==> config.mk <==
export PLATFORM = sky130hd
export DESIGN_NAME = output_buffer_stream_reader
export DESIGN_NICKNAME = d
export VERILOG_FILES = /design/src/rtl/output_buffer_stream_reader_pkg.sv /design/src/rtl/output_buffer_stream_reader_skid_fifo.sv /design/src/rtl/output_buffer_stream_reader.sv
export SDC_FILE = /design/constraint.sdc
export NUM_CORES = 1
export LEC_CHECK = 0
export CAP_MARGIN = 20
export CORE_UTILIZATION = 40
export CTS_BUF_LIST = sky130_fd_sc_hd__clkbuf_4 sky130_fd_sc_hd__clkbuf_8
export CTS_CLUSTER_DIAMETER = 200
export DETAILED_ROUTE_END_ITERATION = 12
export PLACE_DENSITY = 0.68
export SLEW_MARGIN = 30
export SYNTH_ARGS = -nofsm -noshare
export SYNTH_HDL_FRONTEND = slang
export SYNTH_SLANG_ARGS = --single-unit
==> constraint.sdc <==
create_clock -name clk -period 5.97 [get_ports clk]
set_clock_uncertainty 0.2 [all_clocks]
set_input_delay 1.194 -clock clk [delete_from_list [all_inputs] [get_ports clk]]
set_output_delay 1.194 -clock clk [all_outputs]
set_load 0.02 [all_outputs]
==> src/rtl/output_buffer_stream_reader_pkg.sv <==
// Shared definitions for the output-buffer stream reader: default geometry,
// derived widths and the reader FSM state type.
package output_buffer_stream_reader_pkg;

  localparam int DEF_DATA_WIDTH   = 8;
  localparam int DEF_OUT_CHANNELS = 3;
  localparam int DEF_IN_WIDTH     = 5;
  localparam int DEF_IN_HEIGHT    = 5;

  localparam int NUM_PIXELS = DEF_IN_WIDTH * DEF_IN_HEIGHT;
  localparam int PIX_ADDR_W = $clog2(NUM_PIXELS);
  localparam int PIX_WORD_W = DEF_DATA_WIDTH * DEF_OUT_CHANNELS;

  typedef enum logic [1:0] {
    IDLE  = 2'd0,
    RUN   = 2'd1,
    DRAIN = 2'd2
  } reader_state_e;

  // Address width for a given pixel count; never collapses to zero bits.
  function automatic int addr_width(input int num_pix);
    return (num_pix < 2) ? 1 : $clog2(num_pix);
  endfunction

endpackage

==> src/rtl/output_buffer_stream_reader_skid_fifo.sv <==
// Two-entry skid FIFO that absorbs the buffer's registered read latency.
// The head word is presented combinationally; push and pop may coincide.
module stream_skid_fifo #(
  parameter int WIDTH = 24
) (
  input  logic             clk,
  input  logic             rst_n,
  input  logic             push,
  input  logic [WIDTH-1:0] push_data,
  input  logic             pop,
  output logic [WIDTH-1:0] head,
  output logic [1:0]       count
);

  logic [WIDTH-1:0] mem_q [2];
  logic             wr_idx_q;
  logic             rd_idx_q;
  logic [1:0]       count_q;

  // Storage, ring indices and occupancy; all cleared on reset so the head reads zero.
  always_ff @(posedge clk or negedge rst_n) begin
    if (!rst_n) begin
      mem_q[0] <= '0;
      mem_q[1] <= '0;
      wr_idx_q <= 1'b0;
      rd_idx_q <= 1'b0;
      count_q  <= 2'd0;
    end else begin
      if (push) begin
        mem_q[wr_idx_q] <= push_data;
        wr_idx_q        <= ~wr_idx_q;
      end
      if (pop) begin
        rd_idx_q <= ~rd_idx_q;
      end
      case ({push, pop})
        2'b10:   count_q <= count_q + 2'd1;
        2'b01:   count_q <= count_q - 2'd1;
        default: count_q <= count_q;
      endcase
    end
  end

  assign head  = mem_q[rd_idx_q];
  assign count = count_q;

  overflow_a : assert property (@(posedge clk) disable iff (!rst_n)
    !(push && !pop && (count_q == 2'd2)));

  underflow_a : assert property (@(posedge clk) disable iff (!rst_n)
    !(pop && (count_q == 2'd0)));

endmodule

==> src/rtl/output_buffer_stream_reader.sv <==
// Streams one frame out of the 1x1 output buffer: walks pixel addresses in
// order, issues reads only when the skid FIFO is guaranteed to have room,
// and presents each pixel word on a valid/ready interface.
module output_buffer_stream_reader
  import output_buffer_stream_reader_pkg::*;
#(
  parameter int DATA_WIDTH   = DEF_DATA_WIDTH,
  parameter int OUT_CHANNELS = DEF_OUT_CHANNELS,
  parameter int IN_WIDTH     = DEF_IN_WIDTH,
  parameter int IN_HEIGHT    = DEF_IN_HEIGHT
) (
  input  logic                                          clk,
  input  logic                                          rst_n,
  input  logic                                          start,
  output logic                                          busy,
  output logic                                          done,
  output logic [addr_width(IN_WIDTH*IN_HEIGHT)-1:0]     buf_rd_addr,
  output logic                                          buf_rd_en,
  input  logic [DATA_WIDTH*OUT_CHANNELS-1:0]            buf_rd_data,
  output logic [DATA_WIDTH*OUT_CHANNELS-1:0]            o_data,
  output logic                                          o_valid,
  input  logic                                          o_ready,
  output logic                                          o_last
);

  localparam int N_PIX  = IN_WIDTH * IN_HEIGHT;
  localparam int ADDR_W = addr_width(N_PIX);
  localparam int WORD_W = DATA_WIDTH * OUT_CHANNELS;

  localparam logic [ADDR_W-1:0] LAST_IDX = ADDR_W'(N_PIX - 1);

  reader_state_e     state_q;
  reader_state_e     state_d;
  logic [ADDR_W-1:0] rd_ptr_q;
  logic [ADDR_W-1:0] beat_cnt_q;
  logic              inflight_q;

  logic [1:0]        fifo_count;
  logic [WORD_W-1:0] fifo_head;
  logic [2:0]        occupancy;
  logic              pop;
  logic              rd_issue;
  logic              last_addr;
  logic              last_beat;

  // A read is only issued if the word it returns is certain to find a FIFO slot.
  assign pop       = o_valid & o_ready;
  assign occupancy = {1'b0, fifo_count} + {2'b00, inflight_q};
  assign rd_issue  = (state_q == RUN) && (occupancy < (3'd2 + {2'b00, pop}));
  assign last_addr = (rd_ptr_q == LAST_IDX);
  assign last_beat = (beat_cnt_q == LAST_IDX);

  assign o_valid     = (fifo_count != 2'd0);
  assign o_data      = fifo_head;
  assign o_last      = o_valid & last_beat;
  assign buf_rd_en   = rd_issue;
  assign buf_rd_addr = rd_ptr_q;
  assign busy        = (state_q != IDLE);

  // Next-state logic; done fires on the cycle the final beat is accepted.
  always_comb begin
    state_d = state_q;
    done    = 1'b0;
    case (state_q)
      IDLE: begin
        if (start) begin
          state_d = RUN;
        end
      end
      RUN: begin
        if (rd_issue && last_addr) begin
          state_d = DRAIN;
        end
      end
      DRAIN: begin
        if (pop && last_beat) begin
          state_d = IDLE;
          done    = 1'b1;
        end
      end
      default: begin
        state_d = IDLE;
      end
    endcase
  end

  // FSM state register.
  always_ff @(posedge clk or negedge rst_n) begin
    if (!rst_n) begin
      state_q <= IDLE;
    end else begin
      state_q <= state_d;
    end
  end

  // Read address walker; wraps to zero after the last address so the next frame starts clean.
  always_ff @(posedge clk or negedge rst_n) begin
    if (!rst_n) begin
      rd_ptr_q <= '0;
    end else if (rd_issue) begin
      rd_ptr_q <= last_addr ? '0 : rd_ptr_q + ADDR_W'(1);
    end
  end

  // Accepted-beat counter, kept apart from the read pointer because reads run ahead of beats.
  always_ff @(posedge clk or negedge rst_n) begin
    if (!rst_n) begin
      beat_cnt_q <= '0;
    end else if (pop) begin
      beat_cnt_q <= last_beat ? '0 : beat_cnt_q + ADDR_W'(1);
    end
  end

  // Marks that a read was issued last cycle and its data lands now.
  always_ff @(posedge clk or negedge rst_n) begin
    if (!rst_n) begin
      inflight_q <= 1'b0;
    end else begin
      inflight_q <= rd_issue;
    end
  end

  stream_skid_fifo #(
    .WIDTH (WORD_W)
  ) u_skid_fifo (
    .clk       (clk),
    .rst_n     (rst_n),
    .push      (inflight_q),
    .push_data (buf_rd_data),
    .pop       (pop),
    .head      (fifo_head),
    .count     (fifo_count)
  );

endmodule
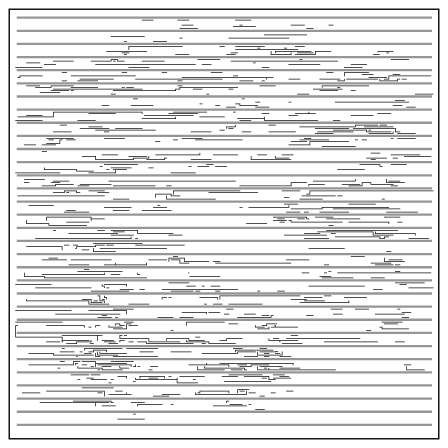
Fig. 1. Metal 1.
Supply wires on this layer in grey.
The longest straight run is 26.2 um. The layer holds 49% of the routed length. The wires run mostly horizontal.

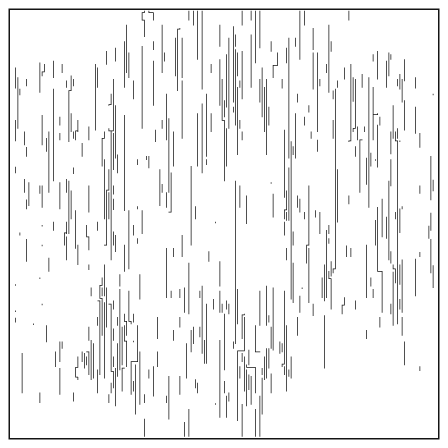
Fig. 2. Signal wires on met2.
The layer carries 2360 um of wire. The longest straight run is 37.9 um. 287 nets have wire on it. The wires run mostly vertical. The layer holds 43% of the routed length.
DR vias: 1860
total wire length: 5.47 mm
routing usage on met2: 23.7%

==> run_results.csv <==
group,metric,value,unit
yosys,ys_area,0.00300,sq mm
pwr,intPower,1.65,mW
critical_path,cp-endpoint,"buf_rd_en",
outcome,status,"completed",
yosys,largest_area_cell,"dfrtp_1",
yosys,ys_warn_count,0,
yosys,synthCells,211,
pwr,p_clk_share,16.3,%
pwr,p_seq,0.823,mW
yosys,yosysTopAreaCellShare,54.2,%
cells_and_area,fillerInstances,649,
placed_design,dp.cells,368,
cells_and_area,n_antenna_cell,0,
critical_path,cp-startpoint,"o_ready",
floorplan,rows,31,
cells_and_area,fin_nets,315,
cts,cts_inserted_buffers,9,
detailed_routing,wl_per_cell,14.2,um
global_routing,grt_usage,15.7,%
timing,final-max-slew-violation-count,0,
cells_and_area,register_area,0.00163,sq mm
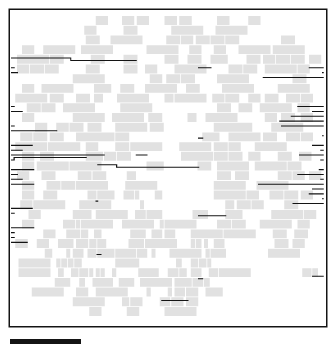
Fig. 3. Metal 3.
Bar = 20 um. Cells faint in the background.
The layer holds 5.9% of the routed length. The wires run mostly horizontal. The longest straight run is 26.0 um. 45 nets have wire on it. The layer carries 322 um of wire.
grt met3 use: 4.01%

## worst max-delay path, stage by stage
cell and delay (ps):
clkdlybuf4s50_1 560, o21ai_4 100, o21ai_4 220, nand2_1 130, inv_1 160, clkdlybuf4s50_1 630
## registers in the layout (all words and copies together) (netlist names)
signal,cells
buf_rd_addr,5
inflight_q,1
u_skid_fifo.mem_q,48
beat_cnt_q,5
u_skid_fifo.rd_idx_q,1
u_skid_fifo.count,2
u_skid_fifo.wr_idx_q,1
state_q,2
## layout make-up
type | instances | area share [%]
well taps | 99 | 3.14
repair buffers | 65 | 16.1
multi-input cells | 131 | 33.1
inverters | 8 | 0.761
clock inverters | 6 | 2.32
clock buffers | 10 | 3.33
flip-flops and latches | 65 | 41.2
No activity file was given, so power comes from the tool's default toggle rates.
